==> src/rtl/demux_sched_pkg.sv <==
// Shared types and constants for the round-robin demux scheduler.
// Fixed 8-way geometry: 3-bit select and 4-bit hold/gap counters.
package demux_sched_pkg;

  localparam int N_OUT = 8;
  localparam int SEL_W = 3;
  localparam int CNT_W = 4;

  typedef enum logic [1:0] {
    IDLE,
    GRANT,
    GAP
  } state_t;

endpackage

==> src/rtl/rr_pick8.sv <==
// Combinational round-robin picker: first set request at or after ptr, wrapping.
// Rotate right by ptr, priority-encode the lowest bit, then add ptr back mod 8.
module rr_pick8
  import demux_sched_pkg::*;
(
  input  logic [N_OUT-1:0] req,
  input  logic [SEL_W-1:0] ptr,
  output logic             any,
  output logic [SEL_W-1:0] idx
);

  logic [N_OUT-1:0] rot;
  logic [SEL_W-1:0] off;

  assign rot = N_OUT'({req, req} >> ptr);

  always_comb begin
    // NOTE: give every always_comb output a value before any branch, otherwise a latch is inferred.
    off = '0;
    for (int i = N_OUT - 1; i >= 0; i--) begin
      if (rot[i]) off = SEL_W'(i);
    end
    idx = off + ptr;
    any = |req;
  end

endmodule

==> src/rtl/demux_rr_sched.sv <==
// Round-robin scheduler driving the select/enable of a 1-to-8 demux.
// Grants last up to HOLD_CYCLES, separated by GAP_CYCLES idle cycles.
module demux_rr_sched
  import demux_sched_pkg::*;
#(
  parameter int HOLD_CYCLES = 4,
  parameter int GAP_CYCLES  = 1
) (
  input  logic             clk,
  input  logic             rst_n,
  input  logic             en,
  input  logic [N_OUT-1:0] req,
  output logic [SEL_W-1:0] S,
  output logic             D,
  output logic [N_OUT-1:0] gnt,
  output logic             busy
);

  localparam logic [CNT_W-1:0] HOLD_LAST = CNT_W'((HOLD_CYCLES == 0) ? 0 : HOLD_CYCLES - 1);
  localparam logic [CNT_W-1:0] GAP_LAST  = CNT_W'(GAP_CYCLES - 1);

  state_t           state;
  logic [SEL_W-1:0] ptr;
  logic [CNT_W-1:0] hold_cnt;
  logic [CNT_W-1:0] gap_cnt;

  logic             pick_any;
  logic [SEL_W-1:0] pick_idx;
  logic             start;
  logic             release_now;

  rr_pick8 u_pick (
    .req (req),
    .ptr (ptr),
    .any (pick_any),
    .idx (pick_idx)
  );

  assign start       = en & pick_any;
  // HOLD_CYCLES == 0 means the grant only ends when its request drops.
  assign release_now = !req[S] || ((HOLD_CYCLES != 0) && (hold_cnt == HOLD_LAST));

  // NOTE: sequential state uses non-blocking assignments so every register samples pre-edge values.
  always_ff @(posedge clk or negedge rst_n) begin
    if (!rst_n) begin
      state    <= IDLE;
      ptr      <= '0;
      hold_cnt <= '0;
      gap_cnt  <= '0;
      S        <= '0;
      D        <= 1'b0;
      gnt      <= '0;
      busy     <= 1'b0;
    end else begin
      unique case (state)
        IDLE: begin
          if (start) begin
            state    <= GRANT;
            S        <= pick_idx;
            D        <= 1'b1;
            gnt      <= N_OUT'(1) << pick_idx;
            hold_cnt <= '0;
            busy     <= 1'b1;
          end
        end

        GRANT: begin
          hold_cnt <= hold_cnt + CNT_W'(1);
          if (release_now) begin
            state   <= GAP;
            D       <= 1'b0;
            gnt     <= '0;
            ptr     <= S + SEL_W'(1);
            gap_cnt <= '0;
          end
        end

        GAP: begin
          gap_cnt <= gap_cnt + CNT_W'(1);
          if (gap_cnt == GAP_LAST) begin
            if (start) begin
              state    <= GRANT;
              S        <= pick_idx;
              D        <= 1'b1;
              gnt      <= N_OUT'(1) << pick_idx;
              hold_cnt <= '0;
            end else begin
              state <= IDLE;
              busy  <= 1'b0;
            end
          end
        end

        default: state <= IDLE;
      endcase
    end
  end

endmodule

==> config.mk <==
export PLATFORM = sky130hd
export DESIGN_NAME = demux_rr_sched
export DESIGN_NICKNAME = d
export VERILOG_FILES = /design/src/rtl/demux_sched_pkg.sv /design/src/rtl/rr_pick8.sv /design/src/rtl/demux_rr_sched.sv
export SDC_FILE = /design/constraint.sdc
export NUM_CORES = 1
export LEC_CHECK = 0
export CORE_UTILIZATION = 57
export CTS_CLUSTER_SIZE = 30
export DETAILED_ROUTE_END_ITERATION = 8
export PLACE_DENSITY = 0.81
export SLEW_MARGIN = 0
export SYNTH_ARGS = -nofsm -noshare
export SYNTH_HDL_FRONTEND = slang
export SYNTH_SLANG_ARGS = --single-unit
==> constraint.sdc <==
create_clock -name clk -period 4.7 [get_ports clk]
set_input_delay 0.94 -clock clk [delete_from_list [all_inputs] [get_ports clk]]
set_output_delay 0.94 -clock clk [all_outputs]
set_load 0.005 [all_outputs]
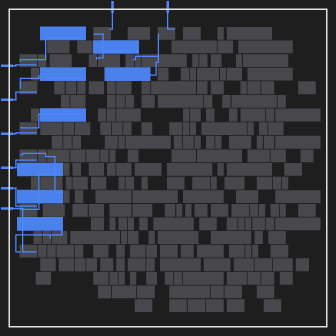
(run_1/io_fan.png)
Key: gnt = blue [direction output, end cells 8, wire 181 um]
io pins: 24
number of buffer cells added on primary ports: 23

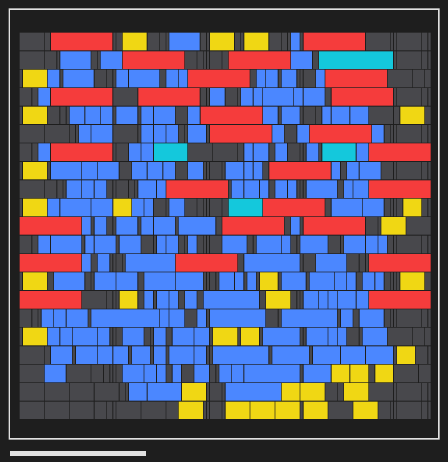
(run_1/placement_by_type.png)
Scale bar: 20 um. Fill, decap, tap and diode cells in gray.
Key: combinational and other logic = blue [cells 186]; clock drivers and dummy loads = cyan [cells 4]; flops = red [cells 26]; other buffers and delay cells = yellow [cells 33]
cell area after layout: 2480 um^2
final design utilization: 71.6%
Std-Cell Core Area: 3470 um^2

==> flow_summary.yaml, run 1 <==
# yosys + openroad results
status:
  status: "completed"
final_layout:
  comb_share_pct: 55.0
  reg.largest.list: "gnt: 8 flops, gap_cnt: 4 flops, hold_cnt: 4 flops"
  mostFrequentLayoutCells: "26 x sky130_fd_sc_hd__dfrtp_1, 23 x sky130_fd_sc_hd__clkdlybuf4s50_1, 18 x sky130_fd_sc_hd__nand2_1"
  registers.top_by_ff_count: "gnt"
  flops: 26
  nClkBuffers: 3
  fillers: 279
  logic_area_um2: 1370
  fin_nets: 267
final_timing:
  report.final.setup_viol: 0
  rsz0062_at_grt: "false"
  setup_tns_ps: 0
  tightest_slew_ps: 850
  finalClockSkew_ps: 6.68
  pins_over_their_slew_limit: 0
worst_setup_path:
  crit_buf_inv: 2
  critical_path.startpoint: "req[6]"
  critPathMaxStageDelay_ps: 560
  timing.critical_path.from_type: "primary input"
  critPathRequiredTime_ps: 4900
  worstSetupPathType: "primary input to register"
  r2r_start: "ptr[0]"
  worst_path_max_delay_cell: "sky130_fd_sc_hd__fa_1"
  reg2reg_to: "gnt[4]"
  timing.critical_path.to_type: "register"
  path_delay_family: "AND-OR/OR-AND gates"
  cp_data_arrival_time_ps: 4450
synth:
  post_synth_inst_count: 226
  post_synth_main_logic_family: "AND-OR/OR-AND gates"
  top_cell: "sky130_fd_sc_hd__dfrtp_1"
  synth_seq_share_pct: 30.5
  yosys-top-cells-count: "26 x sky130_fd_sc_hd__dfrtp_1, 18 x sky130_fd_sc_hd__nand2_1, 15 x sky130_fd_sc_hd__o21ai_0"
  synth_largest_type_area_fraction_pct: 30.5
  synthesis.nets: 243
  post_synth_mux_area_share_pct: 13.3
  yosys.area_share.adder_pct: 3.88
  total_cell_area_reported_by_yosys_after_synthesis_um2: 2130
  cell_area_synth_um2: 2130
  compound_area_share_pct: 24.9
  edf_count: 0
  yosysWarnings: 0
  syn_avg_cell_area_um2: 9.43
power_and_ir_drop:
  seq_power_share_pct: 26.5
  p_sw_share_pct: 45.1
  power.net_switching_mw: 0.725
  sequentialPower_mw: 0.426
  vdd_ir_drop_max_uv: 373
  leakagePower_nw: 0.969
  power.largest_group: "combinational cells"
  power.clock.total_mw: 0.185
  power_density_nw_per_um2: 647
  p_total_mw: 1.61
clock_network:
  clockBufferDepth: 2
  cts_buffers: 3
  post_cts_hold_buffer_count: 0
  clk_pin_slew_worst_paths_ps: 90
  tritoncts: "built"
  clkSinkCount: 26
die:
  effective_utilization_at_floorplan_pct: 61.4
  tap_cells: 46
  chipHeight_um: 63.1
routing:
  drt-total-wl_um: 4640
  top_layer: "met4"
  detailroute.via_count: 1850
  viasPerCell: 6.27
  ant_nets: 0
min_path:
  min_path_type: "register to register"
  hold_path_depth: 1
  timing.hold.worst_endpoint: "D"
run:
  timing.max_cap.violations: 0
global_routing:
  wire_length_of_the_first_global_routing_pass_um: 8060
  global_route.usage.met1_pct: 34.7
  grt_max_degree: 20
placed_design:
  pre_cts_ws_ps: 173
  gp_congestion: 1.02
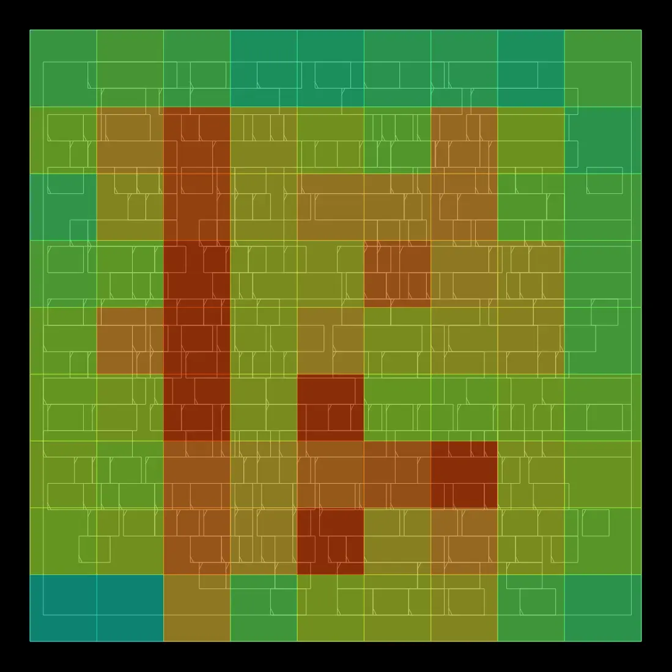
(run_1/congestion.png)
final routed wire length divided by cell count: 15.7 um
global-route track usage on met2: 42.5%
global-route track usage on met3: 4.35%
global-route usage over all layers: 25.6%

==> run 2, diff against run 1 <==
--- a/config.mk
+++ b/config.mk
@@ -8,6 +8,7 @@
 export CORE_UTILIZATION = 57
 export CTS_CLUSTER_SIZE = 30
 export DETAILED_ROUTE_END_ITERATION = 8
+export GPL_TIMING_DRIVEN = 0
 export PLACE_DENSITY = 0.81
 export SLEW_MARGIN = 0
 export SYNTH_ARGS = -nofsm -noshare
==> flow_summary.yaml, run 2 <==
# yosys + openroad results
status:
  status: "completed"
power_and_ir_drop:
  power.largest_group: "combinational cells"
  p_sw_share_pct: 46.2
  power.clock.total_mw: 0.188
  power.net_switching_mw: 0.765
  power_density_nw_per_um2: 673
  seq_power_share_pct: 23.4
  vdd_ir_drop_max_uv: 390
synth:
  yosys-top-cells-count: "26 x sky130_fd_sc_hd__dfrtp_1, 18 x sky130_fd_sc_hd__nand2_1, 15 x sky130_fd_sc_hd__o21ai_0"
  compound_area_share_pct: 24.9
  synthesis.nets: 243
  synth_largest_type_area_fraction_pct: 30.5
  total_cell_area_reported_by_yosys_after_synthesis_um2: 2130
  yosysWarnings: 0
  yosys.area_share.adder_pct: 3.88
  post_synth_inst_count: 226
  syn_avg_cell_area_um2: 9.43
  post_synth_mux_area_share_pct: 13.3
  top_cell: "sky130_fd_sc_hd__dfrtp_1"
min_path:
  hold_path_depth: 1
  timing.hold.worst_endpoint: "D"
  min_path_type: "register to register"
global_routing:
  grt.total_usage_pct: 28.3
  global_route.usage.met1_pct: 40.3
  global_route.usage.met3_pct: 4.17
  wire_length_of_the_first_global_routing_pass_um: 8960
  grt_max_degree: 27
worst_setup_path:
  reg2reg_to: "gnt[4]"
  crit_buf_inv: 2
  critical_path.startpoint: "req[1]"
  critPathRequiredTime_ps: 4900
  r2r_start: "ptr[0]"
  timing.critical_path.to_type: "register"
  worstSetupPathType: "primary input to register"
  timing.critical_path.from_type: "primary input"
  worst_path_max_delay_cell: "sky130_fd_sc_hd__fa_1"
routing:
  viasPerCell: 6.49
  top_layer: "met4"
  detailroute.via_count: 1922
  ant_nets: 0
  route.detailed.wl_per_inst_um: 17.2
  drt-total-wl_um: 5080
final_layout:
  reg.largest.list: "gnt: 8 flops, gap_cnt: 4 flops, hold_cnt: 4 flops"
  layout.cell_area.non_filler_um2: 2460
  comb_share_pct: 55.5
  fillers: 295
  fin_nets: 268
  mostFrequentLayoutCells: "26 x sky130_fd_sc_hd__dfrtp_1, 20 x sky130_fd_sc_hd__clkdlybuf4s50_1, 18 x sky130_fd_sc_hd__nand2_1"
  flops: 26
  logic_area_um2: 1370
die:
  core-area_um2: 3470
  tap_cells: 46
  rows: 21
  num_io_pins: 24
  effective_utilization_at_floorplan_pct: 61.4
  chipHeight_um: 63.1
final_timing:
  finalClockSkew_ps: 3.33
  setup_slack_ps: 286
  tightest_slew_ps: 1190
  report.final.setup_viol: 0
  pins_over_their_slew_limit: 0
clock_network:
  clkSinkCount: 26
  depth_of_the_cts_h_tree: 1
  post_cts_hold_buffer_count: 0
  tritoncts: "built"
  clockBufferDepth: 2
  clk_pin_slew_worst_paths_ps: 90
placed_design:
  pre_cts_ws_ps: 81.6
  gp_congestion: 0.869
run:
  timing.max_cap.violations: 0
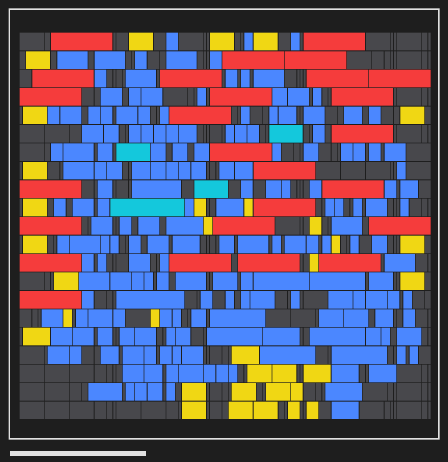
(run_2/placement_by_type.png)
Scale bar: 20 um. Fill, decap, tap and diode cells in gray.
Key: clock drivers and dummy loads = cyan [cells 4]; combinational and other logic = blue [cells 186]; other buffers and delay cells = yellow [cells 34]; flops = red [cells 26]
share of the final layout cell area in sequential cells: 26.4%
final design utilization: 70.9%

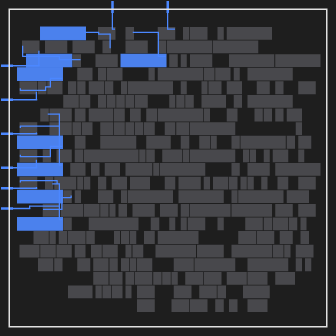
(run_2/io_fan.png)
Key: gnt = blue [direction output, end cells 8, wire 152 um]
number of buffer cells added on primary ports: 20

